$ cat config.mk
export PLATFORM = sky130hd
export DESIGN_NAME = id_ex_stage
export DESIGN_NICKNAME = d
export VERILOG_FILES = /design/src/rtl/id_ex_stage_pkg.sv /design/src/rtl/id_ex_stage_hazard_detect.sv /design/src/rtl/id_ex_stage.sv
export SDC_FILE = /design/constraint.sdc
export NUM_CORES = 1
export LEC_CHECK = 0
export CORE_MARGIN = 4
export CORE_UTILIZATION = 36
export CTS_BUF_LIST = sky130_fd_sc_hd__clkbuf_4 sky130_fd_sc_hd__clkbuf_8 sky130_fd_sc_hd__clkbuf_16
export DETAILED_ROUTE_END_ITERATION = 10
export PLACE_DENSITY = 0.76
export SETUP_SLACK_MARGIN = 0.5
export SYNTH_ARGS = -nofsm -noshare
export SYNTH_HDL_FRONTEND = slang
export SYNTH_SLANG_ARGS = --single-unit
export TNS_END_PERCENT = 10
$ cat constraint.sdc
create_clock -name clk -period 2 [get_ports clk]
set_clock_uncertainty 0.05 [all_clocks]
set_input_delay 0.4 -clock clk [delete_from_list [all_inputs] [get_ports clk]]
set_output_delay 0.4 -clock clk [all_outputs]
set_load 0.03 [all_outputs]
$ cat src/rtl/id_ex_stage_pkg.sv
// RV32I shared definitions: opcodes, ALU/branch encodings and the layout of the 14-bit control bundle.
// Control bits [13:12] are spare and carried through unchanged on capture.
package id_ex_stage_pkg;

    localparam logic [6:0] OP_LOAD   = 7'b0000011;
    localparam logic [6:0] OP_STORE  = 7'b0100011;
    localparam logic [6:0] OP_BRANCH = 7'b1100011;
    localparam logic [6:0] OP_JAL    = 7'b1101111;
    localparam logic [6:0] OP_JALR   = 7'b1100111;
    localparam logic [6:0] OP_IMM    = 7'b0010011;
    localparam logic [6:0] OP_REG    = 7'b0110011;
    localparam logic [6:0] OP_LUI    = 7'b0110111;
    localparam logic [6:0] OP_AUIPC  = 7'b0010111;

    typedef enum logic [1:0] {
        ALUOP_ADD    = 2'b00,
        ALUOP_BRANCH = 2'b01,
        ALUOP_RTYPE  = 2'b10,
        ALUOP_ITYPE  = 2'b11
    } aluop_e;

    typedef enum logic [3:0] {
        ALU_AND = 4'b0000,
        ALU_OR  = 4'b0001,
        ALU_ADD = 4'b0010,
        ALU_SUB = 4'b0110,
        ALU_SLT = 4'b0111,
        ALU_SRA = 4'b1000,
        ALU_XOR = 4'b1100,
        ALU_SLL = 4'b1101,
        ALU_SRL = 4'b1110
    } alucnt_e;

    typedef enum logic [1:0] {
        BR_NONE = 2'b00,
        BR_COND = 2'b01,
        BR_JAL  = 2'b10,
        BR_JALR = 2'b11
    } branch_e;

    localparam int CTRL_W          = 14;
    localparam int CTRL_ALU_OP_LSB = 0;
    localparam int CTRL_BRANCH_LSB = 2;
    localparam int CTRL_LUI        = 4;
    localparam int CTRL_LINK       = 5;
    localparam int CTRL_ADD_SEL    = 6;
    localparam int CTRL_MEM_WRITE  = 7;
    localparam int CTRL_MEM_READ   = 8;
    localparam int CTRL_REG_WRITE  = 9;
    localparam int CTRL_MEM_TO_REG = 10;
    localparam int CTRL_ALU_SRC    = 11;

    // Bubble when not taken; never let a write to x0 through.
    function automatic logic [CTRL_W-1:0] sanitise_ctrl(input logic take,
                                                        input logic [CTRL_W-1:0] ctrl,
                                                        input logic rd_nz);
        logic [CTRL_W-1:0] c;
        c = take ? ctrl : '0;
        c[CTRL_REG_WRITE] = c[CTRL_REG_WRITE] & rd_nz;
        return c;
    endfunction

endpackage

$ cat src/rtl/id_ex_stage_hazard_detect.sv
// Combinational load-use comparator: a load in EX whose rd is read by the instruction in ID.
module hazard_detect #(
    parameter int RA_W = 5
) (
    input  logic            i_ex_valid,
    input  logic            i_ex_mem_read,
    input  logic [RA_W-1:0] i_ex_rd,
    input  logic            i_id_valid,
    input  logic            i_use_rs1,
    input  logic [RA_W-1:0] i_rs1,
    input  logic            i_use_rs2,
    input  logic [RA_W-1:0] i_rs2,
    output logic            o_hz
);
    logic w_rs1_hit;
    logic w_rs2_hit;

    assign w_rs1_hit = i_use_rs1 & (i_rs1 == i_ex_rd);
    assign w_rs2_hit = i_use_rs2 & (i_rs2 == i_ex_rd);
    assign o_hz      = i_ex_valid & i_ex_mem_read & (i_ex_rd != '0) & i_id_valid
                     & (w_rs1_hit | w_rs2_hit);
endmodule

$ cat src/rtl/id_ex_stage.sv
// ID/EX pipeline register with load-use bubble insertion, external stall, branch flush
// and a saturating count of inserted load-use bubbles.
module id_ex_stage
    import id_ex_stage_pkg::*;
#(
    parameter int XLEN   = 32,
    parameter int RA_W   = 5,
    parameter int PERF_W = 16
) (
    input  logic              clk,
    input  logic              rst_n,
    input  logic              id_valid_i,
    input  logic [XLEN-1:0]   id_pc_i,
    input  logic [XLEN-1:0]   id_rs1_data_i,
    input  logic [XLEN-1:0]   id_rs2_data_i,
    input  logic [XLEN-1:0]   id_imm_i,
    input  logic [RA_W-1:0]   id_rs1_i,
    input  logic [RA_W-1:0]   id_rs2_i,
    input  logic [RA_W-1:0]   id_rd_i,
    input  logic              id_use_rs1_i,
    input  logic              id_use_rs2_i,
    input  logic [2:0]        id_funct3_i,
    input  logic [CTRL_W-1:0] id_ctrl_i,
    input  logic [3:0]        id_alu_cnt_i,
    input  logic              stall_ext_i,
    input  logic              flush_i,
    output logic              ex_valid_o,
    output logic [XLEN-1:0]   ex_pc_o,
    output logic [XLEN-1:0]   ex_rs1_data_o,
    output logic [XLEN-1:0]   ex_rs2_data_o,
    output logic [XLEN-1:0]   ex_imm_o,
    output logic [RA_W-1:0]   ex_rs1_o,
    output logic [RA_W-1:0]   ex_rs2_o,
    output logic [RA_W-1:0]   ex_rd_o,
    output logic [2:0]        ex_funct3_o,
    output logic [CTRL_W-1:0] ex_ctrl_o,
    output logic [3:0]        ex_alu_cnt_o,
    output logic              load_use_stall_o,
    output logic [PERF_W-1:0] bubble_cnt_o
);
    logic              r_valid;
    logic [XLEN-1:0]   r_pc, r_rs1_data, r_rs2_data, r_imm;
    logic [RA_W-1:0]   r_rs1, r_rs2, r_rd;
    logic [2:0]        r_funct3;
    logic [CTRL_W-1:0] r_ctrl;
    logic [3:0]        r_alu_cnt;
    logic [PERF_W-1:0] r_bubble_cnt;

    logic w_hz;
    logic w_hold;
    logic w_take;
    logic w_count;

    hazard_detect #(.RA_W(RA_W)) u_hazard_detect (
        .i_ex_valid    (r_valid),
        .i_ex_mem_read (r_ctrl[CTRL_MEM_READ]),
        .i_ex_rd       (r_rd),
        .i_id_valid    (id_valid_i),
        .i_use_rs1     (id_use_rs1_i),
        .i_rs1         (id_rs1_i),
        .i_use_rs2     (id_use_rs2_i),
        .i_rs2         (id_rs2_i),
        .o_hz          (w_hz)
    );

    // Flush beats stall; a hazard only inserts its bubble on an unstalled edge.
    assign w_hold  = stall_ext_i & ~flush_i;
    assign w_take  = ~flush_i & ~w_hz & id_valid_i;
    assign w_count = ~flush_i & ~stall_ext_i & w_hz & ~(&r_bubble_cnt);

    always_ff @(posedge clk or negedge rst_n) begin
        if (!rst_n) begin
            r_valid      <= 1'b0;
            r_pc         <= '0;
            r_rs1_data   <= '0;
            r_rs2_data   <= '0;
            r_imm        <= '0;
            r_rs1        <= '0;
            r_rs2        <= '0;
            r_rd         <= '0;
            r_funct3     <= '0;
            r_ctrl       <= '0;
            r_alu_cnt    <= '0;
            r_bubble_cnt <= '0;
        end else begin
            if (!w_hold) begin
                r_valid    <= w_take;
                r_pc       <= w_take ? id_pc_i       : '0;
                r_rs1_data <= w_take ? id_rs1_data_i : '0;
                r_rs2_data <= w_take ? id_rs2_data_i : '0;
                r_imm      <= w_take ? id_imm_i      : '0;
                r_rs1      <= w_take ? id_rs1_i      : '0;
                r_rs2      <= w_take ? id_rs2_i      : '0;
                r_rd       <= w_take ? id_rd_i       : '0;
                r_funct3   <= w_take ? id_funct3_i   : '0;
                r_ctrl     <= sanitise_ctrl(w_take, id_ctrl_i, id_rd_i != '0);
                r_alu_cnt  <= w_take ? id_alu_cnt_i  : '0;
            end
            if (w_count) r_bubble_cnt <= r_bubble_cnt + 1'b1;
        end
    end

    assign load_use_stall_o = w_hz & ~flush_i;
    assign ex_valid_o       = r_valid;
    assign ex_pc_o          = r_pc;
    assign ex_rs1_data_o    = r_rs1_data;
    assign ex_rs2_data_o    = r_rs2_data;
    assign ex_imm_o         = r_imm;
    assign ex_rs1_o         = r_rs1;
    assign ex_rs2_o         = r_rs2;
    assign ex_rd_o          = r_rd;
    assign ex_funct3_o      = r_funct3;
    assign ex_ctrl_o        = r_ctrl;
    assign ex_alu_cnt_o     = r_alu_cnt;
    assign bubble_cnt_o     = r_bubble_cnt;
endmodule

==> impl_metrics.csv, run 1 <==
group,metric,value,unit
route,drc,0,
floorplanning,nWellTaps,229,
finish,layout_top_cell,"dfrtp_1",
status,run_status,"finished with violations",
power,swShare,25.8,%
place,dpl-instance-area,10900,µm²
place,hpwl,16000,µm
floorplanning,die_h,145,µm
finish,clk_share,5.16,%
sta,final-hold-violation-count,0,
synthesis,synth_dominant_cell_count,"dfrtp_1",
route,wl_met2,11900,µm
cts,cts_setup_buffers,16,
synthesis,fp_nets,640,
finish,n_antenna_cell,0,
cts,tritoncts,"yes",
power,p_switching,0.00221,W
critical_path,cp.arrival,2.01,ns
cts,root_buffer,"clkbuf_16",
power,comb_power,0.00132,W
route,drt_iter0_drc,203,
sta,setup_viol,179,
synthesis,ys_seq_share,66.7,%
critical_path,worstSetupPathDepth,5,
power,seqPwrFrac,45.1,%
route,route.layer.met1.wl,9800,µm
power,internal_power,0.00635,W
critical_path,r2r-start,"ex_rd_o[2]$_DFFE_PN0N_",
power,vdd.ir_drop.worst,0.000511,V
global_routing,grt_pass1_vias,6232,
cts,clk_path_buf_depth,2,
synthesis,synth-cells-yosys,468,
floorplanning,chipArea,21100,µm²
sta,finalCritPeriodShare,123,%
finish,flops,181,
cts,htreeDepth,4,
route,highest_layer,"met4",
cts,cts-hold-fix-buffers,1,
synthesis,yosys-top-cells-count,"181 x dfrtp_1, 163 x a22o_1, 21 x xnor2_1, 19 x clkbuf_1, 16 x buf_4",
status,violations,"negative setup slack",
finish,buf_share,33.5,%
finish,flop_area,4540,µm²
finish,largest_cell_class,"registers",
synthesis,async_flop_share,100,%
synthesis,syn_area,6790,µm²
critical_path,worst-r2r-cell-count,10,
finish,final_cells,1113,
critical_path,critPathBufInv,2,
cts,cts_buffers,17,
critical_path,cp_max_fo,2,
floorplanning,coreArea,18300,µm²
finish,sh_comb_area,19.1,%
finish,stdcell_area,11400,µm²
job,max_cap_violations,0,
sta,hold-worst-slack,0.411,ns
synthesis,ys_sh_mux,0.166,%
cts,post_cts_resized,823,
sta,timing.final.ws_setup,-0.462,ns
cts,path_clk_slew,0.07,ns
finish,nMultiInputCombCells,247,
critical_path,critPathTopFamily,"simple AND/OR/NAND/NOR gates",
synthesis,synthAdderAreaFrac,0.184,%
finish,inv_count,2,
finish,layout-drive-gt1-share,35.6,%
route,avgViaCountPerCell,5.17,
min_path,hp-class,"in2async",
place,place_inst,1052,
global_routing,grt_usage,22.5,%
floorplanning,die_width,145,µm
finish,seqAreaFraction,39.7,%
synthesis,ys_chip_area,6790,µm²
critical_path,slowest_stage,"or4_4",
place,port_buffers,352,
finish,final_cell_mix,"174 x dfrtp_1, 169 x clkdlybuf4s50_1, 163 x a22o_1",
synthesis,xor_area_share,3.23,%
synthesis,topCombFamilyByArea,"AND-OR/OR-AND gates",
power,power.group.top,"sequential cells",
floorplanning,num_rows,49,
sta,tightest_slew,0.410,ns
critical_path,startpoint,"ex_rd_o[2]$_DFFE_PN0N_",
finish,finalCoreUtilization,62.5,%
synthesis,simple_gate_share,4.72,%
sta,slew_viol_final,0,
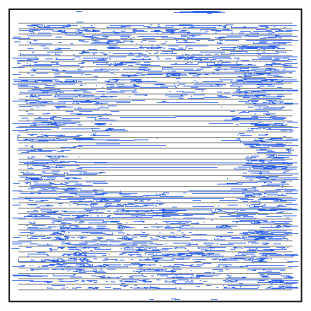
Figure 1: run 1, metal 1.
Scale: 2 px per µm. Supply wires on this layer in grey.
The layer carries 9800 µm of wire. The longest straight run is 78.7 µm. 916 nets have wire on it. The wires run mostly horizontal. The layer holds 41% of the routed length.
Routed WL: 24000 µm
Vias: 5754
met1 Use GR: 27.8%

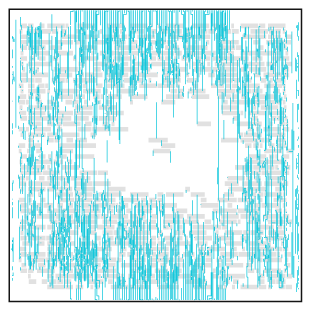
Figure 2: run 1, metal 2.
Scale: 2 px per µm.
949 nets have wire on it. The layer carries 11900 µm of wire. The longest straight run is 87.0 µm. The wires run mostly vertical.

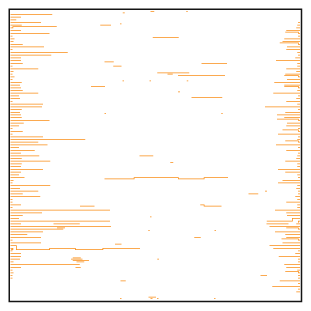
Figure 3: run 1, met3 routing.
Scale: 2 px per µm.
The longest straight run is 49.9 µm. 223 nets have wire on it. The layer holds 7.5% of the routed length. The layer carries 1790 µm of wire.
met3 usage: 7.05%

==> run 1 -> run 2 <==
- PLACE_DENSITY: 0.76 -> 0.75
- SLEW_MARGIN: not set -> 20
==> run 2 against run 1 <==
The run still ends with negative setup slack left. First-iteration DRC count increased by 30%. Area after synthesis did not move. Critical endpoint unchanged. Sequential cell count is the same. Register-to-register slack is essentially flat. Die area unchanged.
==> impl_metrics.csv, run 2 <==
group,metric,value,unit
critical_path,slowest_stage,"or4_4",
critical_path,worst-r2r-cell-count,9,
synthesis,synthTopCellsByArea,"dfrtp_1 67%, a22o_1 21%, xnor2_1 2.7%",
route,highest_layer,"met5",
power,internal_power,0.00629,W
synthesis,fp_nets,640,
finish,buf_share,32.5,%
finish,flops,181,
cts,post_cts_resized,435,
global_routing,gr-usage-met1,27.1,%
finish,largest_cell_class,"registers",
route,route.layer.met1.wl,9610,µm
finish,flop_area,4540,µm²
finish,nMultiInputCombCells,247,
sta,timing.final.ws_setup,-0.436,ns
sta,hold-worst-slack,0.454,ns
job,max_cap_violations,0,
finish,sh_comb_area,19.3,%
synthesis,ys_ff,181,
global_routing,grt_pass1_wl,38200,µm
finish,seqAreaFraction,40.4,%
finish,stdcell_area,11200,µm²
route,wl_met3,1840,µm
cts,cts_buffers,17,
global_routing,use_met2,39.6,%
global_routing,grt_max_degree,58,
global_routing,grt_usage,23.0,%
synthesis,synthAdderAreaFrac,0.184,%
critical_path,startpoint,"ex_rd_o[1]$_DFFE_PN0N_",
place,hpwl,16300,µm
power,vdd.ir_drop.worst,0.000534,V
min_path,whs_path_depth,1,
synthesis,async_flop_share,100,%
floorplanning,coreArea,18300,µm²
status,run_status,"finished with violations",
power,power.group.top,"sequential cells",
synthesis,ys_chip_area,6790,µm²
power,seqPwrFrac,45.6,%
cts,tritoncts,"yes",
power,powerSeq,0.00387,W
min_path,hold_path_end,"ex_rs1_data_o[30]$_DFFE_PN0N_",
route,avgViaCountPerCell,5.26,
critical_path,cp.arrival,1.99,ns
sta,finalCritPeriodShare,122,%
synthesis,yosys.area_share.aoi,21.8,%
global_routing,grt.overflow.total,0,
critical_path,r2r-start,"ex_rd_o[1]$_DFFE_PN0N_",
route,wl_met2,12600,µm
synthesis,ys_seq_share,66.7,%
finish,inv_count,2,
synthesis,topCombFamilyByArea,"AND-OR/OR-AND gates",
floorplanning,nWellTaps,229,
synthesis,syn-instance-count,468,
finish,layout-drive-gt1-share,34.6,%
sta,tightest_slew,0.584,ns
synthesis,xor_area_share,3.23,%
critical_path,critPathBufInv,2,
synthesis,synth_dominant_cell_count,"dfrtp_1",
floorplanning,chipArea,21100,µm²
synthesis,ys_sh_mux,0.166,%
sta,max_slew_margin,61.0,%
sta,setup_viol,178,
cts,cts-hold-fix-buffers,1,
finish,n_antenna_cell,1,
critical_path,critPathTopFamily,"simple AND/OR/NAND/NOR gates",
route,ant_nets,0,
critical_path,rrSetupSlack,-0.33,ns
sta,final-hold-violation-count,0,
finish,clk_share,5.14,%
critical_path,worstSetupPathDepth,5,
power,comb_power,0.00129,W
sta,fmax,410,MHz
synthesis,syn_area,6790,µm²
place,place_inst,1052,
cts,path_clk_slew,0.07,ns
finish,signal_buffers,415,
sta,slew_viol_final,0,
global_routing,grt_pass1_vias,6542,
finish,final_cell_mix,"172 x dfrtp_1, 169 x clkdlybuf4s50_1, 163 x a22o_1",
place,dpl-instance-area,10900,µm²
route,drc,0,
finish,layout_top_cell,"dfrtp_1",
finish,final_cells,1106,
finish,syn_to_final_growth,65.7,%
status,violations,"negative setup slack",
cts,cts_setup_buffers,11,
floorplanning,die_width,145,µm
place,port_buffers,352,
synthesis,yosys-top-cells-count,"181 x dfrtp_1, 163 x a22o_1, 21 x xnor2_1, 19 x clkbuf_1, 16 x buf_4",
cts,clk_path_buf_depth,2,
min_path,hp-class,"reg2reg",
min_path,min_from,"ex_rs1_data_o[30]$_DFFE_PN0N_",
cts,htreeDepth,4,
sta,setup_tns,-32.29,ns
critical_path,required,1.55,ns
power,p_switching,0.00219,W
route,dr.pass1.iters,4,
synthesis,synth-cells-yosys,468,
cts,root_buffer,"clkbuf_16",
critical_path,cp_max_fo,2,
sta,period_minus_slack,2.44,ns
synthesis,top_area_cell,"dfrtp_1",
synthesis,simple_gate_share,4.72,%
critical_path,cp-start-kind,"flop",
floorplanning,ios,353,
critical_path,cpPeakStageDelay,0.54,ns
job,openroad.warnings,29,
floorplanning,die_h,145,µm
power,swShare,25.9,%
global_routing,grtUsageMet3,7.55,%
route,drt_iter0_drc,264,
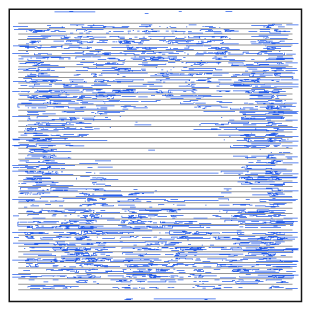
Figure 4: run 2, metal 1.
Scale: 2 px per µm. Supply wires on this layer in grey.
899 nets have wire on it. The wires run mostly horizontal.

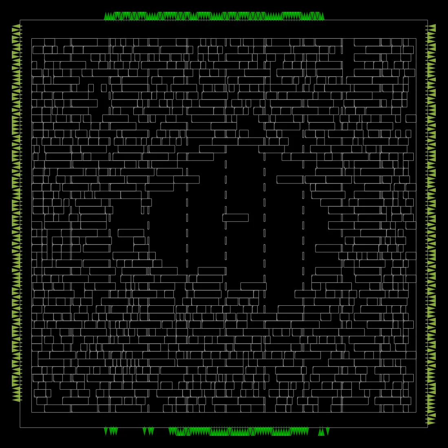
Figure 5: run 2, placed standard cells.
num rows: 49
final core utilization: 61.6%

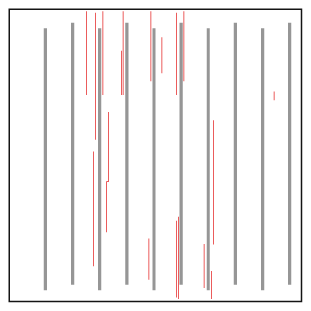
Figure 6: run 2, the metal 4 layer.
Scale: 2 px per µm. Supply wires on this layer in grey.
The layer carries 656 µm of wire. The longest straight run is 63.2 µm. 17 nets have wire on it.
Routed WL: 24700 µm
Vias: 5823

Power is estimated from default activity; no workload was simulated.
